==> run_1/pdn.png <==
Scale bar: 50 um. Pins as bars on the die edge. Tap cells in gray.
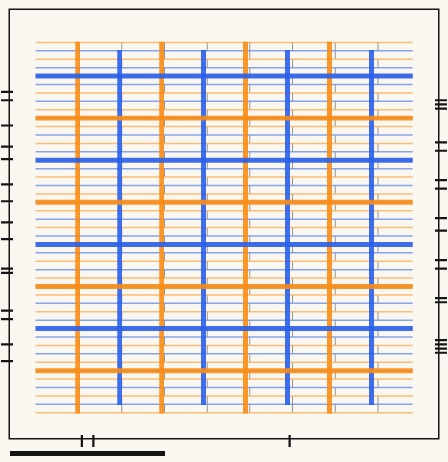
==> run_1/drive_strength.png <==
Scale bar: 50 um.
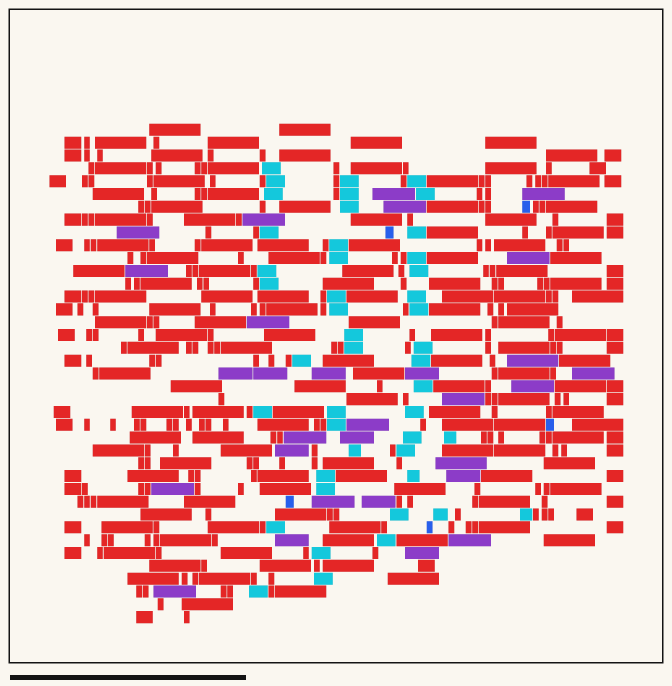
==> run_1/zoom.png <==
Region (91, 22) to (116, 47) um. Cells in gray, sequential cells in the stronger gray; small squares are vias.
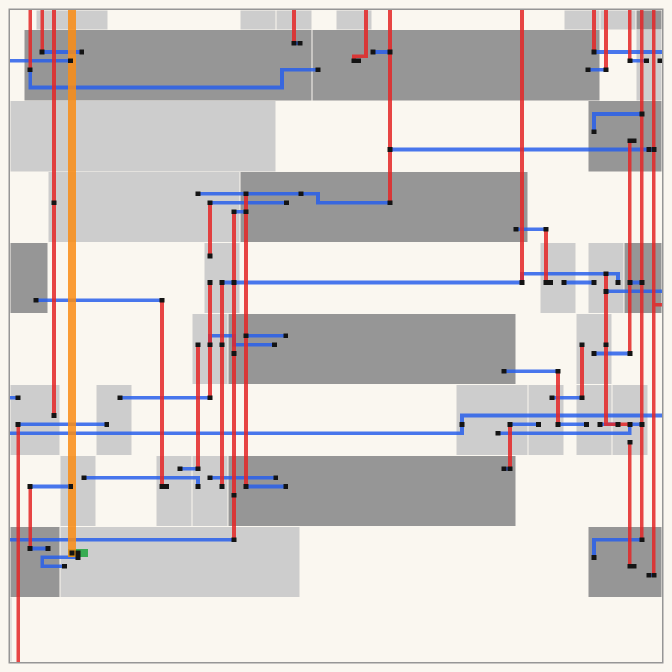
==> run_1/metal_stack.png <==
Two of the layers only.
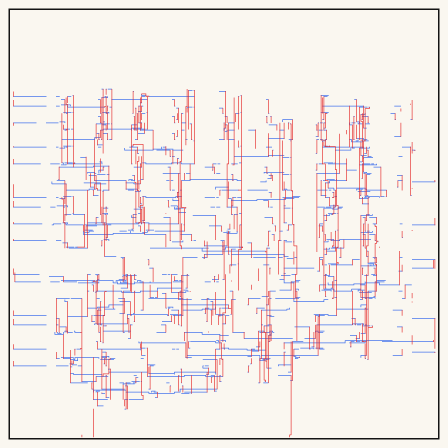
[src/rtl/register_pipeline.sv]
// register_pipeline
//   Fixed-latency, stallable delay line: SIZE cascaded WIDTH-bit registers
//   that share one clock enable. A word taken in on datain at an enabled
//   edge appears on dataout after SIZE enabled edges. Disabled edges
//   freeze every stage together, so word order and spacing are preserved.
//
// Ports
//   clk      rising-edge clock for all state
//   reset    synchronous, active-high; clears every stage, overrides enable
//   enable   shift enable; low holds the whole pipeline
//   datain   WIDTH-bit word entering stage 0
//   dataout  WIDTH-bit word from the last stage (registered, no comb path)
module register_pipeline #(
    parameter int WIDTH = 16,
    parameter int SIZE  = 8
) (
    input  logic             clk,
    input  logic             reset,
    input  logic             enable,
    input  logic [WIDTH-1:0] datain,
    output logic [WIDTH-1:0] dataout
);

    generate
        if (WIDTH < 1) begin : g_bad_width
            $error("register_pipeline: WIDTH must be >= 1");
        end
        if (SIZE < 1) begin : g_bad_size
            $error("register_pipeline: SIZE must be >= 1");
        end
    endgenerate

    logic [WIDTH-1:0] stage [SIZE];

    // Reset is applied to the data stages too: in-flight words must be
    // discarded so that nothing stale ever reaches dataout after a reset.
    always_ff @(posedge clk) begin
        if (reset) begin
            for (int i = 0; i < SIZE; i++) begin
                stage[i] <= '0;
            end
        end else if (enable) begin
            stage[0] <= datain;
            for (int i = 1; i < SIZE; i++) begin
                stage[i] <= stage[i-1];
            end
        end
    end

    assign dataout = stage[SIZE-1];

endmodule

[config.mk]
export PLATFORM = sky130hd
export DESIGN_NAME = register_pipeline
export DESIGN_NICKNAME = d
export VERILOG_FILES = /design/src/rtl/register_pipeline.sv
export SDC_FILE = /design/constraint.sdc
export NUM_CORES = 1
export LEC_CHECK = 0
export ABC_AREA = 1
export CAP_MARGIN = 15
export CORE_MARGIN = 8
export CORE_UTILIZATION = 36
export DETAILED_ROUTE_END_ITERATION = 8
export PLACE_DENSITY = 0.52
export REMOVE_ABC_BUFFERS = 1
export SYNTH_ARGS = -nofsm -noshare
export SYNTH_HDL_FRONTEND = slang
export SYNTH_SLANG_ARGS = --single-unit
[constraint.sdc]
create_clock -name clk -period 2.65 [get_ports clk]
set_clock_uncertainty 0.2 [all_clocks]
set_input_delay 0.53 -clock clk [delete_from_list [all_inputs] [get_ports clk]]
set_output_delay 0.53 -clock clk [all_outputs]
set_load 0.02 [all_outputs]
==> results.sh, run 1 <==
# yosys + openroad results
export IMPL_dr_wl_met2_um=2910
export IMPL_top_regs="stage: 128 flops"
export IMPL_worstPathRequired_ps=1920
export IMPL_finalSetupViolations=0
export IMPL_place_ws_ps=464
export IMPL_fp_coreArea_um2=14600
export IMPL_crit_type="reg2out"
export IMPL_buffer_area_frac=0.0853
export IMPL_place_area_um2=5920
export IMPL_start_kind="flop"
export IMPL_setup_worst_path_start="stage[0][120]"
export IMPL_dr_wl_met3_um=334
export IMPL_nClkBuffers=23
export IMPL_synth_avg_cell_area_um2=12.9
export IMPL_drv_slew=0
export IMPL_ff_type="edfxtp_1"
export IMPL_root_buffer="clkbuf_16"
export IMPL_cts_clk_slew_worst_paths_ps=50
export IMPL_swShare=0.199
export IMPL_top_area_cell_class="registers"
export IMPL_status="complete, no violations"
export IMPL_seq_share=0.595
export IMPL_grt_overflow_total=0
export IMPL_p_clk_mw=2.11
export IMPL_largest_reg_flops=128
export IMPL_crit_cells=1
export IMPL_warnings=25
export IMPL_firstDrtPassIters=4
export IMPL_final_setup_worst_slack_ps=591
export IMPL_flop_area_um2=3840
export IMPL_cap_violations=0
export IMPL_final_nets=472
export IMPL_ys_sh_simple=0.148
export IMPL_total_power_mw=4.83
export IMPL_async_flop_share=0
export IMPL_r2r_slack_ps=1700
export IMPL_largest_register="stage"
export IMPL_p_int_mw=3.86
export IMPL_met2_usage=0.110
export IMPL_p_seq_frac=0.498
export IMPL_cellLeakagePower_nw=2.54
export IMPL_comb_share=0.125
export IMPL_clock_sinks=128
export IMPL_powerComb_uw=309
export IMPL_grt_max_degree=48
export IMPL_hold_worst_slack_ps=328
export IMPL_top_usage_layer="met2"
export IMPL_h_tree_depth=4
export IMPL_dieArea_um2=19100
export IMPL_ant_nets=0
export IMPL_final_setup_tns_ps=0
export IMPL_clk_latency_ps=410
export IMPL_grt_pass1_vias=2456
export IMPL_path_max_fanout=1
export IMPL_top_layer_used="met4"
export IMPL_seq_power_mw=2.40
export IMPL_topCombFamilyByArea="simple AND/OR/NAND/NOR gates"
export IMPL_p_clk_frac=0.438
export IMPL_grt_pass1_wl_um=10400
export IMPL_synthCells=417
export IMPL_initialDrtViolationCount=106
export IMPL_routabilityCongestion=0.605
export IMPL_vias_per_cell=3.82
export IMPL_drc=0
export IMPL_crit_path_cell_trace="clkdlybuf4s50_1"
export IMPL_worst_slew_pin_transition_ps=301
export IMPL_rr_startpoint="stage[0][62]"
export IMPL_hpwlAfterDp_um=3500
export IMPL_layout_area_comb_um2=810
export IMPL_xor_area_frac=0
export IMPL_synthAdderAreaFrac=0
export IMPL_fin_cells=650
export IMPL_hold_viol_final=0
export IMPL_cts_resized_gates=0
export IMPL_fp_util=0.369
export IMPL_switching_power_uw=962
About pdn.png:
legend:
  VDD:
    color: blue
  VSS:
    color: orange
met5 straps: 8
signal pins: 35
die width: 138 um
die height: 138 um
VDD IR-drop max: 521 uV

About drive_strength.png:
legend:
  drive 6 and up:
    color: purple
    cells: 29
    share: 6.2%
  drive 2:
    color: blue
    cells: 5
    share: 1.1%
  drive 1 or less:
    color: red
    cells: 387
    share: 83%
  drive 3 to 4:
    color: cyan
    cells: 45
    share: 9.7%
post-layout instance area: 6460 um2
buffers outside the clock class: 47
area added between synthesis and finish: 19.9%

About zoom.png:
legend:
  met1:
    color: blue
  met2:
    color: red
  met3:
    color: green
  met4:
    color: orange
sequential cells in the window: 5
netlist names of flops here include: stage (5)
cells with their middle in the window: 23
most frequent: inv_1 (7), nor2_1 (6), edfxtp_1 (5)

About metal_stack.png:
legend:
  met2:
    color: red
    wire_length: 2910 um
  met1:
    color: blue
    wire_length: 2380 um
vias post-DR: 2480
DRT Wirelength: 5760 um
Tot GR Track Use: 0.0682
DR WL/cell: 8.86 um

--- run 2 (diff from run 1) ---
Settings changed: PLACE_DENSITY 0.52 to 0.5.
Clock period 2.65 ns to 1.9 ns, I/O delays scaled along.
==> run_2/pdn.png <==
Scale bar: 50 um. Pins as bars on the die edge. Tap cells in gray.
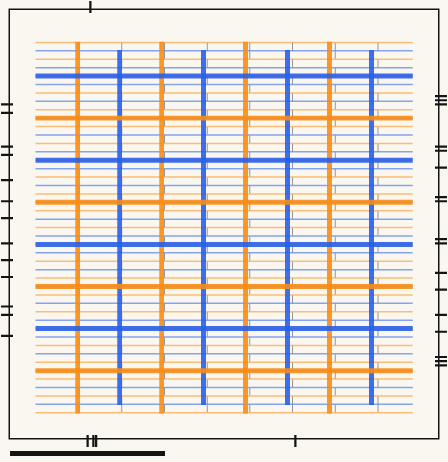
core footprint: 14600 um2
VDD IR-drop max: 637 uV

==> run 2 against run 1 <==
Effect of this change:
- first-iteration DRC count increased by 32%
- sequential share of layout area decreased by 0.67 points
- largest cell class unchanged
- critical path type unchanged
- clock power increased by 71%
==> results.sh, run 2 <==
# yosys + openroad results
export IMPL_ys_sh_simple=0.148
export IMPL_r2r_end="stage[0][80]"
export IMPL_grt_overflow_total=0
export IMPL_hold_worst_slack_ps=322
export IMPL_power_density_nw_per_um2=1120
export IMPL_rsz0062_at_grt="no"
export IMPL_total_power_mw=7.35
export IMPL_p_int_mw=5.92
export IMPL_hold_class="reg2reg"
export IMPL_p_clk_frac=0.490
export IMPL_hold_viol_final=0
export IMPL_buffers=46
export IMPL_cellLeakagePower_nw=2.62
export IMPL_layout_area_comb_um2=810
export IMPL_synth_avg_cell_area_um2=12.9
export IMPL_synth_seq_cells=128
export IMPL_seq_power_mw=3.34
export IMPL_ff_type="edfxtp_1"
export IMPL_crit_cells=1
export IMPL_synthCells=417
export IMPL_topCombFamilyByArea="simple AND/OR/NAND/NOR gates"
export IMPL_final_cell_mix="inv_1 (128), edfxtp_1 (128), nor2_1 (88)"
export IMPL_vias_per_cell=3.66
export IMPL_cap_violations=0
export IMPL_p_clk_mw=3.60
export IMPL_met2_usage=0.102
export IMPL_rr_startpoint="stage[0][64]"
export IMPL_worst_slew_pin_transition_ps=310
export IMPL_place_ws_ps=-45.1
export IMPL_largest_register="stage"
export IMPL_rows=44
export IMPL_mux_share=0
export IMPL_grt_pass1_wl_um=10000
export IMPL_crit_path_cell_trace="dlygate4sd2_1"
export IMPL_drv_slew=0
export IMPL_cts_buffer_depth=2
export IMPL_clk_latency_ps=400
export IMPL_buffer_area_frac=0.0762
export IMPL_critPathMaxStageDelay_ps=360
export IMPL_grt_max_degree=47
export IMPL_worstPathRequired_ps=1320
export IMPL_swShare=0.194
export IMPL_top_area_cell_class="registers"
export IMPL_dr_wl_met2_um=2750
export IMPL_seq_share=0.589
export IMPL_firstDrtPassIters=4
export IMPL_flop_area_um2=3840
export IMPL_crit_path_top_delay_cell="edfxtp_1"
export IMPL_async_flop_share=0
export IMPL_dr_wl_met3_um=359
export IMPL_path_max_fanout=1
export IMPL_routedWlPerCell_um=8.63
export IMPL_final_util=0.448
export IMPL_p_comb_frac=0.055
export IMPL_seq_cells=128
export IMPL_fin_area_um2=6530
export IMPL_largest_reg_flops=128
export IMPL_cp_data_arrival_time_ps=1080
export IMPL_clock_fmax_mhz=601
export IMPL_final_setup_worst_slack_ps=236
export IMPL_synthAoiAreaFrac=0
export IMPL_powerComb_uw=404
export IMPL_top_regs="stage: 128 flops"
export IMPL_cts_clk_slew_worst_paths_ps=60
export IMPL_top_layer_used="met4"
export IMPL_clock_sinks=128
export IMPL_drc=0
export IMPL_synthTopCellsByCount="edfxtp_1 (128), inv_1 (128), nor2_1 (88), nor2_4 (40), buf_4 (16)"
export IMPL_nClkBuffers=18
export IMPL_h_tree_depth=4
export IMPL_crit_type="reg2out"
export IMPL_clk_share=0.102
export IMPL_ys_warn_count=0
export IMPL_die_h_um=138
export IMPL_fin_cells=649
export IMPL_dieArea_um2=19100
export IMPL_status="complete, no violations"
export IMPL_antenna_found_initial=0
export IMPL_initialDrtViolationCount=140
export IMPL_grtUsageTotal=0.0658
export IMPL_r2r_slack_ps=960
export IMPL_top_usage_layer="met2"
export IMPL_die_w_um=138
export IMPL_start_kind="flop"
export IMPL_route_vias_total=2374
export IMPL_final_nets=471
export IMPL_synth_edff_count=128
export IMPL_area_delta_synth_final_pct=21.3
export IMPL_routabilityCongestion=0.607
export IMPL_fp_util=0.369
export IMPL_crit_buf_inv=1
export IMPL_comb_share=0.124
export IMPL_switching_power_mw=1.43
export IMPL_min_period_ps=1660
export IMPL_place_area_um2=5890
export IMPL_hpwlAfterDp_um=3210
export IMPL_ant_nets=0
export IMPL_finalSetupViolations=0
export IMPL_grt_pass1_vias=2273
export IMPL_final_setup_tns_ps=0
export IMPL_cts_resized_gates=16
export IMPL_setup_worst_path_start="stage[0][122]"
export IMPL_warnings=25
export IMPL_xor_area_frac=0
export IMPL_root_buffer="clkbuf_16"
export IMPL_p_seq_frac=0.455
export IMPL_synthAdderAreaFrac=0
export IMPL_wl_um=5600
==> run_2/final_congestion.png <==
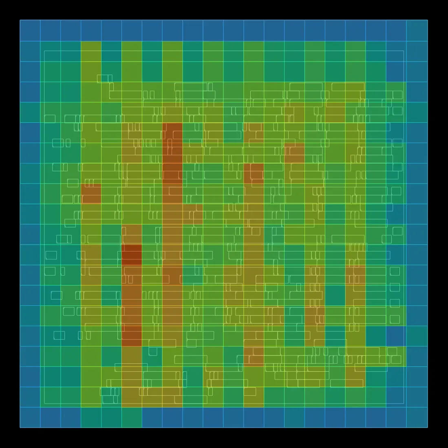

--- run 3 (diff from run 2) ---
==> constraint.sdc (replaced) <==
create_clock -name clk -period 1.9 [get_ports clk]
set_clock_uncertainty 0.2 [all_clocks]
set_input_delay 0.285 -clock clk [delete_from_list [all_inputs] [get_ports clk]]
set_output_delay 0.285 -clock clk [all_outputs]
set_load 0.02 [all_outputs]
==> run_3/final_congestion.png <==
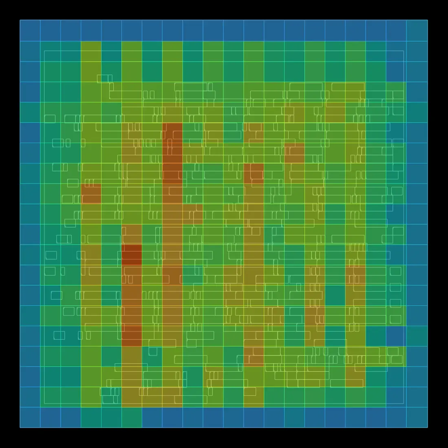
met2 Use GR: 0.102
DR WL/cell: 8.62 um

==> run 3 against run 2 <==
Effect of this change:
- cell count did not move
- register-to-register slack about the same
- critical endpoint unchanged
- largest power group unchanged
- die size unchanged
- combinational power up 4%
- critical path depth unchanged
- maximum frequency shrank 7.8%
- non-clock buffer count unchanged
- sequential cell count did not move
- worst setup slack got worse by 140 ps
- cell area up 0.31%
- highest routed layer unchanged
- wire length fell by 0.21%
==> results.sh, run 3 <==
# yosys + openroad results
export IMPL_place_ws_ps=49.9
export IMPL_switching_power_mw=1.43
export IMPL_cap_violations=0
export IMPL_seq_share=0.587
export IMPL_rows=44
export IMPL_ys_warn_count=0
export IMPL_crit_cells=1
export IMPL_routabilityCongestion=0.607
export IMPL_die_w_um=138
export IMPL_setup_worst_path_start="stage[0][122]"
export IMPL_crit_type="reg2out"
export IMPL_rsz0062_at_grt="no"
export IMPL_fin_area_um2=6550
export IMPL_cts_tree="yes"
export IMPL_post_cts_setup_buffers=0
export IMPL_synth_avg_cell_area_um2=12.9
export IMPL_firstDrtPassIters=4
export IMPL_start_kind="flop"
export IMPL_final_setup_worst_slack_ps=94.7
export IMPL_top_layer_used="met4"
export IMPL_total_power_mw=7.37
export IMPL_final_util=0.449
export IMPL_ir_drop_uv=637
export IMPL_swShare=0.194
export IMPL_dieArea_um2=19100
export IMPL_seq_cells=128
export IMPL_grt_pass1_wl_um=10000
export IMPL_synthAdderAreaFrac=0
export IMPL_fp_coreArea_um2=14600
export IMPL_area_delta_synth_final_pct=21.7
export IMPL_die_h_um=138
export IMPL_comb_share=0.124
export IMPL_worst_slew_pin_transition_ps=310
export IMPL_buffers=46
export IMPL_largest_reg_flops=128
export IMPL_largest_register="stage"
export IMPL_drc=0
export IMPL_p_clk_mw=3.60
export IMPL_ys_sh_simple=0.148
export IMPL_ant_nets=0
export IMPL_async_flop_share=0
export IMPL_final_cell_mix="inv_1 (128), edfxtp_1 (128), nor2_1 (88)"
export IMPL_cts_resized_gates=0
export IMPL_synthTopCellsByCount="edfxtp_1 (128), inv_1 (128), nor2_1 (88), nor2_4 (40), buf_4 (16)"
export IMPL_hold_class="in2reg"
export IMPL_nClkBuffers=18
export IMPL_grt_overflow_total=0
export IMPL_final_nets=471
export IMPL_crit_path_top_delay_cell="clkdlybuf4s50_1"
export IMPL_layout_area_comb_um2=810
export IMPL_powerComb_uw=422
export IMPL_p_int_mw=5.94
export IMPL_dr_wl_met3_um=363
export IMPL_critPathMaxStageDelay_ps=600
export IMPL_top_usage_layer="met2"
export IMPL_synthAoiAreaFrac=0
export IMPL_grt_max_degree=47
export IMPL_p_clk_frac=0.488
export IMPL_grt_pass1_vias=2273
export IMPL_warnings=25
export IMPL_clk_latency_ps=400
export IMPL_grtUsageTotal=0.0658
export IMPL_clk_share=0.102
export IMPL_cp_data_arrival_time_ps=1320
export IMPL_fp_util=0.369
export IMPL_path_max_fanout=1
export IMPL_hpwlAfterDp_um=3210
export IMPL_rr_startpoint="stage[0][64]"
export IMPL_dr_wl_met2_um=2750
export IMPL_buffer_area_frac=0.0791
export IMPL_topCombFamilyByArea="simple AND/OR/NAND/NOR gates"
export IMPL_r2r_end="stage[0][80]"
export IMPL_wl_um=5590
export IMPL_synthCells=417
export IMPL_top_area_cell_class="registers"
export IMPL_seq_power_mw=3.35
export IMPL_r2r_slack_ps=960
export IMPL_p_comb_frac=0.057
export IMPL_status="complete, no violations"
export IMPL_crit_path_cell_trace="clkdlybuf4s50_1"
export IMPL_place_area_um2=5890
export IMPL_min_period_ps=1810
export IMPL_mux_share=0
export IMPL_initialDrtViolationCount=140
export IMPL_route_vias_total=2375
export IMPL_cellLeakagePower_nw=2.57
export IMPL_h_tree_depth=4
export IMPL_clock_sinks=128
export IMPL_crit_buf_inv=1
export IMPL_power_density_nw_per_um2=1120
export IMPL_antenna_found_initial=0
export IMPL_top_regs="stage: 128 flops"
export IMPL_hold_viol_final=0
export IMPL_vias_per_cell=3.66
export IMPL_cts_buffer_depth=2
export IMPL_clock_fmax_mhz=554
export IMPL_worstPathRequired_ps=1410
export IMPL_final_setup_tns_ps=0
export IMPL_drv_slew=0
export IMPL_hold_worst_slack_ps=318
export IMPL_synth_edff_count=128
export IMPL_xor_area_frac=0
export IMPL_root_buffer="clkbuf_16"
export IMPL_flop_area_um2=3840
Power is estimated from default activity; no workload was simulated.
